--- config.mk ---
export PLATFORM = sky130hd
export DESIGN_NAME = alu_seq
export DESIGN_NICKNAME = d
export VERILOG_FILES = /design/src/rtl/alu_seq.sv
export SDC_FILE = /design/constraint.sdc
export NUM_CORES = 2
export LEC_CHECK = 0
export CORE_ASPECT_RATIO = 2
export CORE_MARGIN = 4
export CORE_UTILIZATION = 35
export DETAILED_ROUTE_END_ITERATION = 12
export GPL_ROUTABILITY_DRIVEN = 0
export HOLD_SLACK_MARGIN = 0.02
export PLACE_DENSITY = 0.54
export SLEW_MARGIN = 0
export SYNTH_ARGS = -nofsm -noshare
export SYNTH_HDL_FRONTEND = slang
export SYNTH_SLANG_ARGS = --single-unit
--- constraint.sdc ---
create_clock -name clk -period 5.85 [get_ports clk]
set_input_delay 0.8775 -clock clk [delete_from_list [all_inputs] [get_ports clk]]
set_output_delay 0.8775 -clock clk [all_outputs]
set_load 0.005 [all_outputs]
--- src/rtl/alu_seq.sv ---
// Sequential ALU with valid/ready handshakes and an iterative restoring divider.
// Single-cycle ops register their result on accept; DIV/REM iterate one quotient bit per cycle.
module alu_seq #(
  parameter int WIDTH = 32,
  parameter int SHW   = $clog2(WIDTH)
) (
  input  logic             clk,
  input  logic             rst,
  input  logic             in_valid,
  output logic             in_ready,
  input  logic [WIDTH-1:0] a,
  input  logic [WIDTH-1:0] b,
  input  logic [3:0]       op_code,
  output logic             out_valid,
  input  logic             out_ready,
  output logic [WIDTH-1:0] result,
  output logic             zero_flag,
  output logic             negative_flag,
  output logic             overflow_flag,
  output logic             error_flag,
  output logic             busy
);

  localparam logic [3:0] OP_ADD  = 4'd0;
  localparam logic [3:0] OP_SUB  = 4'd1;
  localparam logic [3:0] OP_AND  = 4'd2;
  localparam logic [3:0] OP_OR   = 4'd3;
  localparam logic [3:0] OP_XOR  = 4'd4;
  localparam logic [3:0] OP_SLL  = 4'd5;
  localparam logic [3:0] OP_SRL  = 4'd6;
  localparam logic [3:0] OP_SRA  = 4'd7;
  localparam logic [3:0] OP_MULT = 4'd8;
  localparam logic [3:0] OP_DIV  = 4'd9;
  localparam logic [3:0] OP_REM  = 4'd10;

  typedef enum logic [1:0] {
    IDLE    = 2'd0,
    DIV_RUN = 2'd1,
    DONE    = 2'd2
  } state_t;

  state_t state;

  logic [WIDTH-1:0]   sum;
  logic [WIDTH-1:0]   diff;
  logic [2*WIDTH-1:0] prod;
  logic [WIDTH-1:0]   sc_res;
  logic               sc_ovf;
  logic               sc_err;
  logic               start_div;

  logic [WIDTH:0]     rem_q;
  logic [WIDTH-1:0]   quo_q;
  logic [WIDTH-1:0]   dvsr_q;
  logic [SHW-1:0]     cnt_q;
  logic               is_rem_q;
  logic [WIDTH-1:0]   part;
  logic [WIDTH:0]     shifted;
  logic [WIDTH:0]     trial;
  logic [WIDTH-1:0]   quo_nxt;
  logic [WIDTH-1:0]   div_res;

  assign in_ready = (state == IDLE);

  assign sum  = a + b;
  assign diff = a - b;
  assign prod = {{WIDTH{1'b0}}, a} * {{WIDTH{1'b0}}, b};

  assign start_div = ((op_code == OP_DIV) || (op_code == OP_REM)) && (b != '0);

  always_comb begin
    sc_res = '0;
    sc_ovf = 1'b0;
    sc_err = 1'b0;
    case (op_code)
      OP_ADD: begin
        sc_res = sum;
        sc_ovf = (a[WIDTH-1] == b[WIDTH-1]) && (sum[WIDTH-1] != a[WIDTH-1]);
      end
      OP_SUB: begin
        sc_res = diff;
        sc_ovf = (a[WIDTH-1] != b[WIDTH-1]) && (diff[WIDTH-1] != a[WIDTH-1]);
      end
      OP_AND:  sc_res = a & b;
      OP_OR:   sc_res = a | b;
      OP_XOR:  sc_res = a ^ b;
      OP_SLL:  sc_res = a << b[SHW-1:0];
      OP_SRL:  sc_res = a >> b[SHW-1:0];
      OP_SRA:  sc_res = $signed(a) >>> b[SHW-1:0];
      OP_MULT: begin
        sc_res = prod[WIDTH-1:0];
        sc_ovf = |prod[2*WIDTH-1:WIDTH];
      end
      // Only reached with b == 0; non-zero divisors go through DIV_RUN.
      OP_DIV: begin
        sc_res = '1;
        sc_err = 1'b1;
      end
      OP_REM: begin
        sc_res = a;
        sc_err = 1'b1;
      end
      default: begin
        sc_res = '0;
        sc_err = 1'b1;
      end
    endcase
  end

  // The partial remainder is kept unrestored (may be negative) and fixed up at the
  // start of the next step, so one subtractor decides each quotient bit.
  assign part    = rem_q[WIDTH-1:0] + (rem_q[WIDTH] ? dvsr_q : {WIDTH{1'b0}});
  assign shifted = {part, quo_q[WIDTH-1]};
  assign trial   = shifted - {1'b0, dvsr_q};
  assign quo_nxt = {quo_q[WIDTH-2:0], ~trial[WIDTH]};
  assign div_res = is_rem_q ? (trial[WIDTH] ? shifted[WIDTH-1:0] : trial[WIDTH-1:0])
                            : quo_nxt;

  always_ff @(posedge clk or posedge rst) begin
    if (rst) begin
      state         <= IDLE;
      out_valid     <= 1'b0;
      result        <= '0;
      zero_flag     <= 1'b0;
      negative_flag <= 1'b0;
      overflow_flag <= 1'b0;
      error_flag    <= 1'b0;
      busy          <= 1'b0;
      rem_q         <= '0;
      quo_q         <= '0;
      dvsr_q        <= '0;
      cnt_q         <= '0;
      is_rem_q      <= 1'b0;
    end else begin
      case (state)
        IDLE: begin
          if (in_valid) begin
            if (start_div) begin
              state    <= DIV_RUN;
              busy     <= 1'b1;
              cnt_q    <= SHW'(WIDTH - 1);
              rem_q    <= '0;
              quo_q    <= a;
              dvsr_q   <= b;
              is_rem_q <= (op_code == OP_REM);
            end else begin
              state         <= DONE;
              out_valid     <= 1'b1;
              result        <= sc_res;
              zero_flag     <= (sc_res == '0);
              negative_flag <= sc_res[WIDTH-1];
              overflow_flag <= sc_ovf;
              error_flag    <= sc_err;
            end
          end
        end
        DIV_RUN: begin
          rem_q <= trial;
          quo_q <= quo_nxt;
          cnt_q <= cnt_q - 1'b1;
          if (cnt_q == '0) begin
            state         <= DONE;
            busy          <= 1'b0;
            out_valid     <= 1'b1;
            result        <= div_res;
            zero_flag     <= (div_res == '0);
            negative_flag <= div_res[WIDTH-1];
            overflow_flag <= 1'b0;
            error_flag    <= 1'b0;
          end
        end
        DONE: begin
          if (out_ready) begin
            state     <= IDLE;
            out_valid <= 1'b0;
          end
        end
        default: begin
          state     <= IDLE;
          out_valid <= 1'b0;
          busy      <= 1'b0;
        end
      endcase
    end
  end

endmodule

==> impl.org <==
#+TITLE: Physical design notes

** Synthesis
- Measured against the total synthesized area, the mux share comes to 3.95%.
- Synth Area in Simple Gates :: 17.7%
- Net count of the mapped netlist :: 7641
- Number of warning messages in the yosys log :: 0
- Parity-gate share of the synthesized area counting xor and xnor cells :: 1.96%
- Most repeated cell in the gate-level netlist after synthesis :: sky130_fd_sc_hd__nor2_1
- The synthesis run identifies the leading combinational cell family as adder cells.
- Adder-cell share of the synthesized area :: 45.6%
- The synthesized netlist was found by Yosys to have 6244 cells.
- Synth Instances :: roughly 6200
- The cell type that accounts for the most area after synthesis is sky130_fd_sc_hd__fa_1.
- The area fraction of the largest cell type after synthesis is between 30% and 40%.
- Per the synth log, the flip-flop and latch total comes to approximately 140.
- The share of the Yosys chip area taken by registers is 6.95%.

** Global route
- The global router reports that the layer with the highest usage is met2.
- Aggregate global routing overflow :: 0
- First-pass GRT wire length :: 438 mm
- The via count of the first global-routing pass is 58700.
- Global routing consumed, on the met1 layer, 38.4% of the routing resources.

** Clock network
- Setup bufs post-CTS :: 142
- CTS tree :: done
- Clock tree synthesis selected as its root buffer the cell sky130_fd_sc_hd__clkbuf_16.
- Post_cts resized :: 827
- H-tree depth reported by CTS :: 4
- The post-CTS hold buffer count recorded in the log is 0.
- In this run the deepest clock path goes through 3 buffers.
- On the worst setup and hold paths after CTS, the clock-pin slew comes to 60 ps.
- Clock latency reported for the late side of the worst-skew pair :: 510 ps

** Cells and area
- rem_q holds more flip-flops than any other register.
- In the layout the commonest cells are 1195 x sky130_fd_sc_hd__buf_4, 773 x sky130_fd_sc_hd__fa_1, 772 x sky130_fd_sc_hd__nand2_1.
- The area growth from synthesis to layout is 40.9%.
- Tally of filler cells in the layout :: 13400
- The final report lists a non-filler cell total of 9419.
- The finished cells cover 0.0721 mm2.
- Fraction of standard cell area in multi-input logic :: 64.3%
- Area occupied by registers :: 0.00355 mm2
- Leading cell type in the layout, fill and taps excluded :: sky130_fd_sc_hd__buf_4
- Measured on the finished design, the core utilization comes to 49.6%.
- Seq cells :: 142
- The plain and repair buffers instantiated in the layout total 1640.
- Per the layout area report, the sequential fraction of cell area is 4.93%.
- Non-clock inverters in the final layout number 899.

** Floorplan
- For reference, the placement row count at floorplan is 198.
- Well Taps :: 1900
- In the floorplan report the effective utilization is 35.2%.
- Full die area :: 0.153 mm2
- Core Footprint :: 0.145 mm2

** Worst setup path
- Critical Path Fanout Max :: 4
- By instance count, the cell type seen most on the critical path is sky130_fd_sc_hd__fa_1.
- Top Family by Delay on Critical Path :: adder cells
- Counting both buffers and inverters, the worst setup path holds a total of 7.
- The worst setup path is launched from a primary input.
- Kind of critical path :: primary input to flip-flop
- CP max-delay cell :: sky130_fd_sc_hd__a211oi_4
- Arrival @ worst endpoint :: 9360 ps
- Setup slack of the most critical reg-to-reg path :: -1020 ps

** Final timing
- Adding up every negative setup slack in the final design gives -52540 ps.
- Transition at the pin with the smallest max-transition slack :: 1660 ps
- From the final report, the count of setup violators was given as 34.
- The final max-slew violation count recorded for this run is 20.
- The worst pin sits at a relative slew slack of -10.9%.
- Post-route worst hold slack :: 476 ps
- After layout, the worst setup slack is -3080 ps.
- Crit path time final :: between 8000 and 9000 ps
- Fmax achieved :: 112 MHz

** Routing
- Summed over all layers, the routed wires come to 323 mm.
- In the routed design, unresolved DRC markers number 0.
- Number of violations reported at the end of detailed-routing iteration 0 :: 6288
- Top layer in use :: met5
- The routed design uses 39.4 mm of met3 wire.
- Total met2 wirelength after detailed routing :: roughly 150 mm
- For this block, the via count after detailed routing is 56800.
- Detail-routed via count per cell :: 6.03

** Placement
- In the placement report, post-DP HPWL is listed as 239 mm.

** Status
- The flow ran to the end, but the final reports show violations.
- The checks that failed: capacitance limit, slew limit, setup timing.

** Job
- # Max-Cap Violations :: 4

** Worst hold path
- The number of cells on the worst hold path is listed as 1.
Figure 1. A small window of the routed layout.
Region (119, 364) to (159, 404) um. Cells in gray, sequential cells in the stronger gray; small squares are vias.
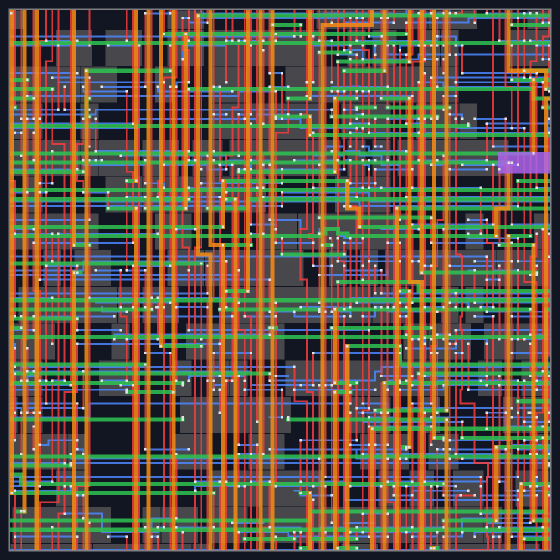
[M4] orange
[M1] blue
[M3] green
[M5] purple
[M2] red
sequential cells in the window: 0
most frequent: buf_4 (22), nand2_1 (20), nor2_1 (19)
cells with their middle in the window: 110

Figure 2. Sequential cells grouped by signal name.
Drawn at 1 px/um. Other sequential cells in the stronger gray, the rest of the logic in the fainter gray.
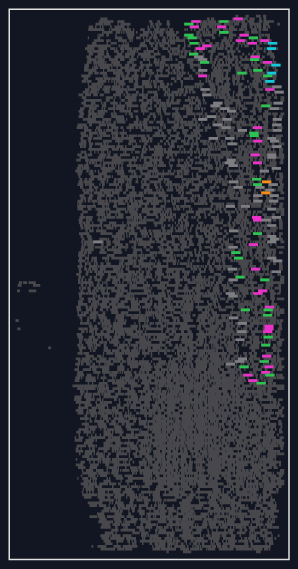
[dvsr_q] green | flops: 32
[rem_q] magenta | flops: 33 | where: a column on the right
[state] orange | flops: 2
[cnt_q] cyan | flops: 5 | where: upper right
not colored: 70

Figure 3. Metal 2.
Drawn at 1 px/um.
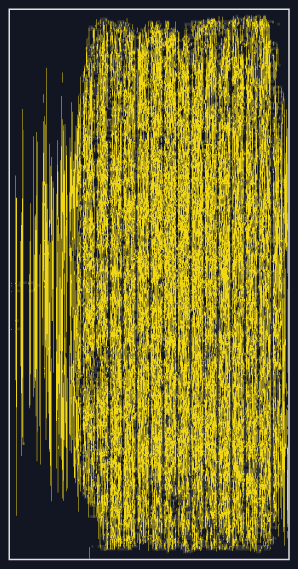
longest straight run: 350 um
nets with wire on the layer: 7959
wire length on this layer: 145 mm
main direction: vertical
share of all routed wire: 45%

